**src/rtl/computation_sequencer_pkg.sv**
```systemverilog
// rtl/computation_sequencer_pkg.sv - shared encodings for the computation sequencer
package computation_sequencer_pkg;

   localparam logic [2:0] S_IDLE    = 3'd0;
   localparam logic [2:0] S_SER_RUN = 3'd1;
   localparam logic [2:0] S_WP_RUN  = 3'd2;
   localparam logic [2:0] S_GAP     = 3'd3;
   localparam logic [2:0] S_FL_RUN  = 3'd4;
   localparam logic [2:0] S_FIN     = 3'd5;
   localparam logic [2:0] S_ERR     = 3'd6;

   localparam logic RUN_SERIAL   = 1'b0;
   localparam logic RUN_SYSTOLIC = 1'b1;

   localparam logic [1:0] CREG_C11 = 2'd0;
   localparam logic [1:0] CREG_C12 = 2'd1;
   localparam logic [1:0] CREG_C21 = 2'd2;
   localparam logic [1:0] CREG_C22 = 2'd3;

   localparam logic MSEL_SERIAL   = 1'b0;
   localparam logic MSEL_SYSTOLIC = 1'b1;

   localparam int WDOG_W = 16;

   typedef logic [2:0] seq_state_t;

   function automatic logic accepts_start(input seq_state_t s);
      return (s == S_IDLE) || (s == S_FIN) || (s == S_ERR);
   endfunction

   function automatic logic is_busy_state(input seq_state_t s);
      return (s == S_SER_RUN) || (s == S_WP_RUN) || (s == S_GAP) || (s == S_FL_RUN);
   endfunction

endpackage

```
**src/rtl/sequencer_watchdog.sv**
```systemverilog
// rtl/sequencer_watchdog.sv - cycle counter that flags an enable held too long
module sequencer_watchdog #(
   parameter int W = 16
) (
   input  logic         clk,
   input  logic         rst,
   input  logic         clear,
   input  logic         enable,
   input  logic [W-1:0] limit,
   output logic         expired
);

   logic [W-1:0] count;

   always_ff @(posedge clk or negedge rst) begin
      if (!rst) begin
         count <= '0;
      end else if (clear) begin
         count <= '0;
      end else if (enable) begin
         count <= count + 1'b1;
      end
   end

   // Fires during the limit-th enabled cycle so the enable is low on the next one.
   assign expired = enable && (({1'b0, count} + (W+1)'(1)) >= {1'b0, limit});

endmodule

```
**src/rtl/computation_sequencer.sv**
```systemverilog
// rtl/computation_sequencer.sv - sequences serial or systolic runs of the computation module
module computation_sequencer
   import computation_sequencer_pkg::*;
#(
   parameter int TIMEOUT     = 255,
   parameter int FEAT_STRIDE = 4
) (
   input  logic       clk,
   input  logic       rst,
   input  logic       start,
   input  logic       run_mode,
   input  logic [7:0] ser_base,
   input  logic [5:0] sys_base,
   input  logic       serial_mode_done,
   input  logic       weight_Preloader_done,
   input  logic       feature_Loader_done,
   output logic       serial_mode_en,
   output logic       Weight_Preloader_en,
   output logic       Feature_Loader_en,
   output logic       systolic_mode,
   output logic [1:0] c_reg_sel,
   output logic       computation_mode_sel,
   output logic [7:0] serial_mode_feature_baseaddr,
   output logic [5:0] systolic_mode_feature_baseaddr,
   output logic       busy,
   output logic       done,
   output logic       error
);

   localparam logic [WDOG_W-1:0] TIMEOUT_L = WDOG_W'(TIMEOUT);
   localparam logic [5:0]        STRIDE_L  = 6'(FEAT_STRIDE);

   seq_state_t state;
   seq_state_t state_next;
   logic [1:0] k;
   logic       accept;
   logic       any_en;
   logic       expired;

   assign accept = start && accepts_start(state);
   assign any_en = serial_mode_en || Weight_Preloader_en || Feature_Loader_en;

   // Holding the counter clear while no enable is high restarts it on every enable rise.
   sequencer_watchdog #(.W(WDOG_W)) u_watchdog (
      .clk     (clk),
      .rst     (rst),
      .clear   (!any_en),
      .enable  (any_en),
      .limit   (TIMEOUT_L),
      .expired (expired)
   );

   always_comb begin
      state_next = state;
      case (state)
         S_IDLE, S_FIN, S_ERR: begin
            if (accept) begin
               state_next = (run_mode == RUN_SERIAL) ? S_SER_RUN : S_WP_RUN;
            end else if (state == S_FIN) begin
               state_next = S_IDLE;
            end
         end
         S_SER_RUN: begin
            if (serial_mode_done)  state_next = S_FIN;
            else if (expired)      state_next = S_ERR;
         end
         S_WP_RUN: begin
            if (weight_Preloader_done) state_next = S_GAP;
            else if (expired)          state_next = S_ERR;
         end
         S_GAP: begin
            state_next = S_FL_RUN;
         end
         S_FL_RUN: begin
            if (feature_Loader_done) state_next = (k == CREG_C22) ? S_FIN : S_GAP;
            else if (expired)        state_next = S_ERR;
         end
         default: begin
            state_next = S_IDLE;
         end
      endcase
   end

   always_ff @(posedge clk or negedge rst) begin
      if (!rst) begin
         state                          <= S_IDLE;
         k                              <= CREG_C11;
         computation_mode_sel           <= MSEL_SERIAL;
         serial_mode_feature_baseaddr   <= '0;
         systolic_mode_feature_baseaddr <= '0;
      end else begin
         state <= state_next;
         if (accept) begin
            k                              <= CREG_C11;
            computation_mode_sel           <= (run_mode == RUN_SYSTOLIC) ? MSEL_SYSTOLIC : MSEL_SERIAL;
            serial_mode_feature_baseaddr   <= ser_base;
            systolic_mode_feature_baseaddr <= sys_base;
         end else if ((state == S_FL_RUN) && feature_Loader_done && (k != CREG_C22)) begin
            // 6-bit add wraps the feature base modulo 64.
            k                              <= k + 2'd1;
            systolic_mode_feature_baseaddr <= systolic_mode_feature_baseaddr + STRIDE_L;
         end
      end
   end

   assign serial_mode_en      = (state == S_SER_RUN);
   assign Weight_Preloader_en = (state == S_WP_RUN);
   assign Feature_Loader_en   = (state == S_FL_RUN);
   assign systolic_mode       = (state == S_FL_RUN);
   assign c_reg_sel           = k;
   assign busy                = is_busy_state(state);
   assign done                = (state == S_FIN);
   assign error               = (state == S_ERR);

endmodule
```
**config.mk**
```make
export PLATFORM = sky130hd
export DESIGN_NAME = computation_sequencer
export DESIGN_NICKNAME = d
export VERILOG_FILES = /design/src/rtl/computation_sequencer_pkg.sv /design/src/rtl/sequencer_watchdog.sv /design/src/rtl/computation_sequencer.sv
export SDC_FILE = /design/constraint.sdc
export NUM_CORES = 1
export LEC_CHECK = 0
export ABC_CLOCK_PERIOD_IN_PS = 2380
export CAP_MARGIN = 40
export CELL_PAD_IN_SITES_DETAIL_PLACEMENT = 0
export CELL_PAD_IN_SITES_GLOBAL_PLACEMENT = 1
export CORE_MARGIN = 1
export CORE_UTILIZATION = 35
export DETAILED_ROUTE_END_ITERATION = 8
export GPL_ROUTABILITY_DRIVEN = 0
export PLACE_DENSITY_LB_ADDON = 0.08
export REMOVE_ABC_BUFFERS = 1
export SLEW_MARGIN = 20
export SYNTH_ARGS = -nofsm -noshare
export SYNTH_HDL_FRONTEND = slang
export SYNTH_SLANG_ARGS = --single-unit
```
**constraint.sdc**
```tcl
create_clock -name clk -period 2.38 [get_ports clk]
set_input_delay 0.476 -clock clk [delete_from_list [all_inputs] [get_ports clk]]
set_output_delay 0.476 -clock clk [all_outputs]
set_load 0.05 [all_outputs]
```
==> job_summary.md <==
### Metrics collected by this job

| Metric | Value |
|---|---|
| Status | finished clean |
| Leading area contributor after synthesis | dfrtp_1 |
| DR WL/cell | 13.7 um |
| Top cells, area | dfrtp_1 (42%), nand2_1 (7.5%), nor2_1 (4.9%) |
| RSZ-0062 raised after global routing | no |
| Synth Seq Share | 0.421 |
| First-pass GRT wire length | 8270 um |
| R2r setup slk | 0.34 ns |
| TritonCTS Sinks | 36 |
| Post-layout period usage | 0.962 |
| Setup Fix Bufs, Post-CTS | 0 |
| Largest delay contributor family on the critical path | buffers and inverters |
| AO/OA Area Share | 0.116 |
| CP Max Fanout | 11 |
| FF-to-FF path depth | 6 |
| Worst Path Arrival | 1.81 ns |
| Reg power frac | 0.270 |
| Largest regs | u_watchdog.count (16), serial_mode_feature_baseaddr (8), systolic_mode_feature_baseaddr (6) |
| Tool warning count | 26 |
| Hold Path Class | in2async |
| Adder share | 0.0234 |
| DRT met1 WL | 2320 um |
| Yosys warnings | 0 |
| Switching Power | 0.00167 W |
| Routed wl met3 | 170 um |
| Initial drt markers | 135 |
| Number of global-route vias before repair | 1692 |
| Setup Skew | 0.00410 ns |
| CP Class | reg2out |
| Max_cap viols | 0 |
| Leakage | 1.19 nW |
| Initial Util | 0.361 |
| Distinct cells, synth | 48 |
| Post-CTS Hold Buffers | 0 |
| Hpwl dp | 3630 um |
| Reg2reg start | u_watchdog.count[0] |
| M1 GR Usage | 0.217 |
| Crit path launch type | flip-flop |
| Met2 routed WL | 2400 um |
| EDFF count, synth | 0 |
| Pre-CTS WS | 0.371 ns |
| Yosys Chip Area | 2140 um2 |
| Asr flop ratio synth | 1.00 |
| Most flop-heavy register | u_watchdog.count |
| CP bufs+invs | 1 |
| Number of signal-net buffers in the layout | 57 |
| Area share, top type | 0.421 |
| Routed vias/inst | 5.01 |
| Combinational share of power | 0.580 |
| Worst-path cell chain | and3_1, clkdlybuf4s50_1 |
| Buffer share of cell area | 0.194 |
| Seq/total area | 0.321 |
| CP endpoint | done |
| Dpl cells | 353 |
| Worst Hold Margin | 0.0502 ns |
| Setup_tns | 0 ns |
| Clock buf count | 6 |
| R2r endpoint | state[1] |
| Most numerous cell in the Yosys netlist | nand2_1 |
| Inverters | 7 |
| Uppermost layer routed | met4 |
| Post-cts resize count | 0 |
| Drt pass-1 iters | 4 |
| Logic area | 1130 um2 |
| Biggest consumer | combinational cells |
| CP Data Required Time | 1.90 ns |
| Clock Pin Slew Worst Setup and Hold Paths | 0.07 ns |
Fig. 1: clock distribution
The bar under the picture is 20 um long.
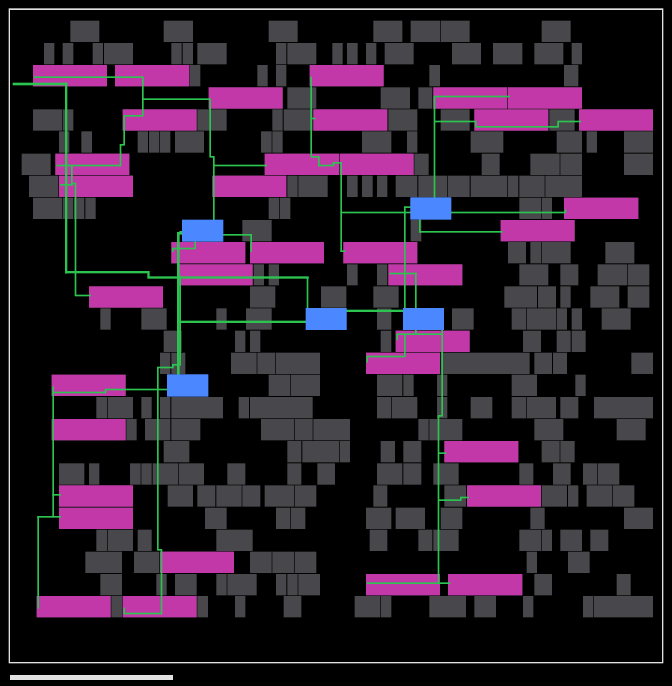
[clock wires] green | length: 515 um
[clock drivers] blue | count: 5
[flip-flops] magenta | count: 36
flops lie	spread over the die

Fig. 2: placed cells, one color a class
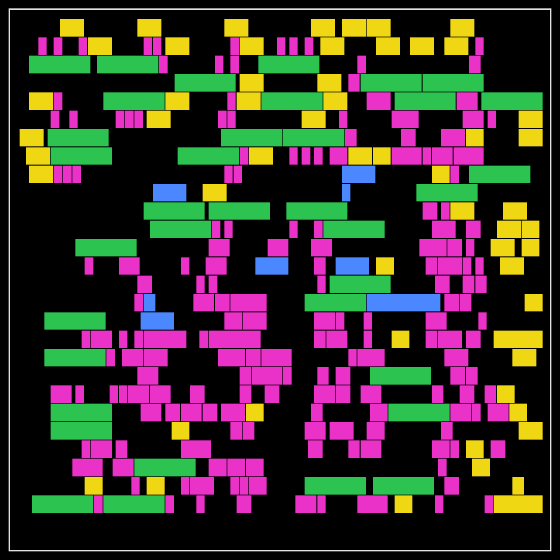
class	color	cells	share of their area
clock drivers and dummy loads	blue	8	4.0%
other buffers and delay cells	yellow	57	20%
flops	green	36	33%
combinational and other logic	magenta	185	43%
Layout Utilization: 0.474
# rows: 28

Fig. 3: routing congestion
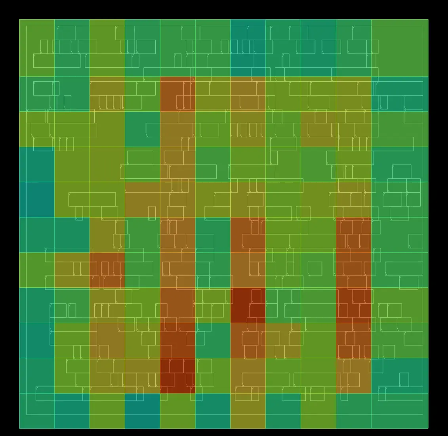
overall routing resource usage: 0.168
met2 Usage GRT: 0.282
GRT Max-Usage Layer: met2
GRT met3 Usage: 0.0352

Fig. 4: floorplan with the power grid
Pins as bars on the die edge. Tap cells in gray.
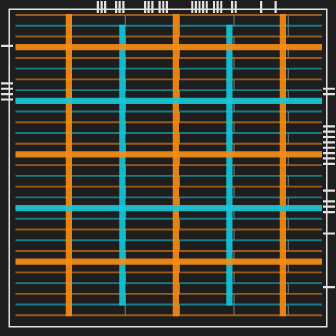
net	color
VDD	cyan
VSS	orange
rows	28
signal pins	45
met5 straps	5
met1 rails	29
die y size: 80.2 um
Die Span X: 80.2 um
Core Area: 5920 um2

Fig. 5: wiring by layer
The bar under the picture is 20 um long.
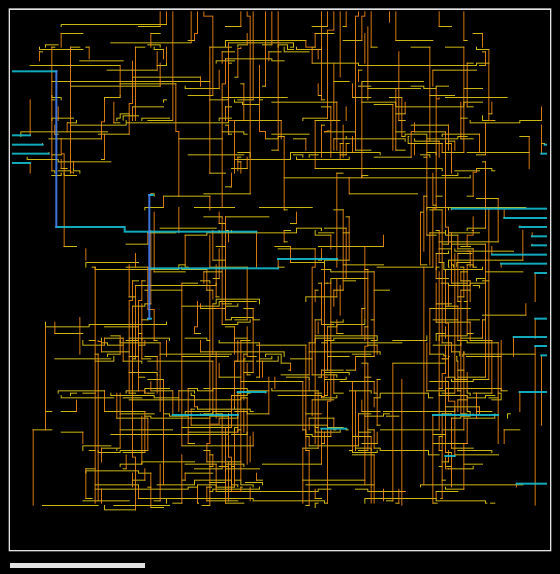
layer	color	wire length
metal 1	yellow	2320 um
metal 2	orange	2400 um
metal 3	cyan	171 um
metal 4	blue	41.5 um

No activity file was given, so power comes from the tool's default toggle rates.
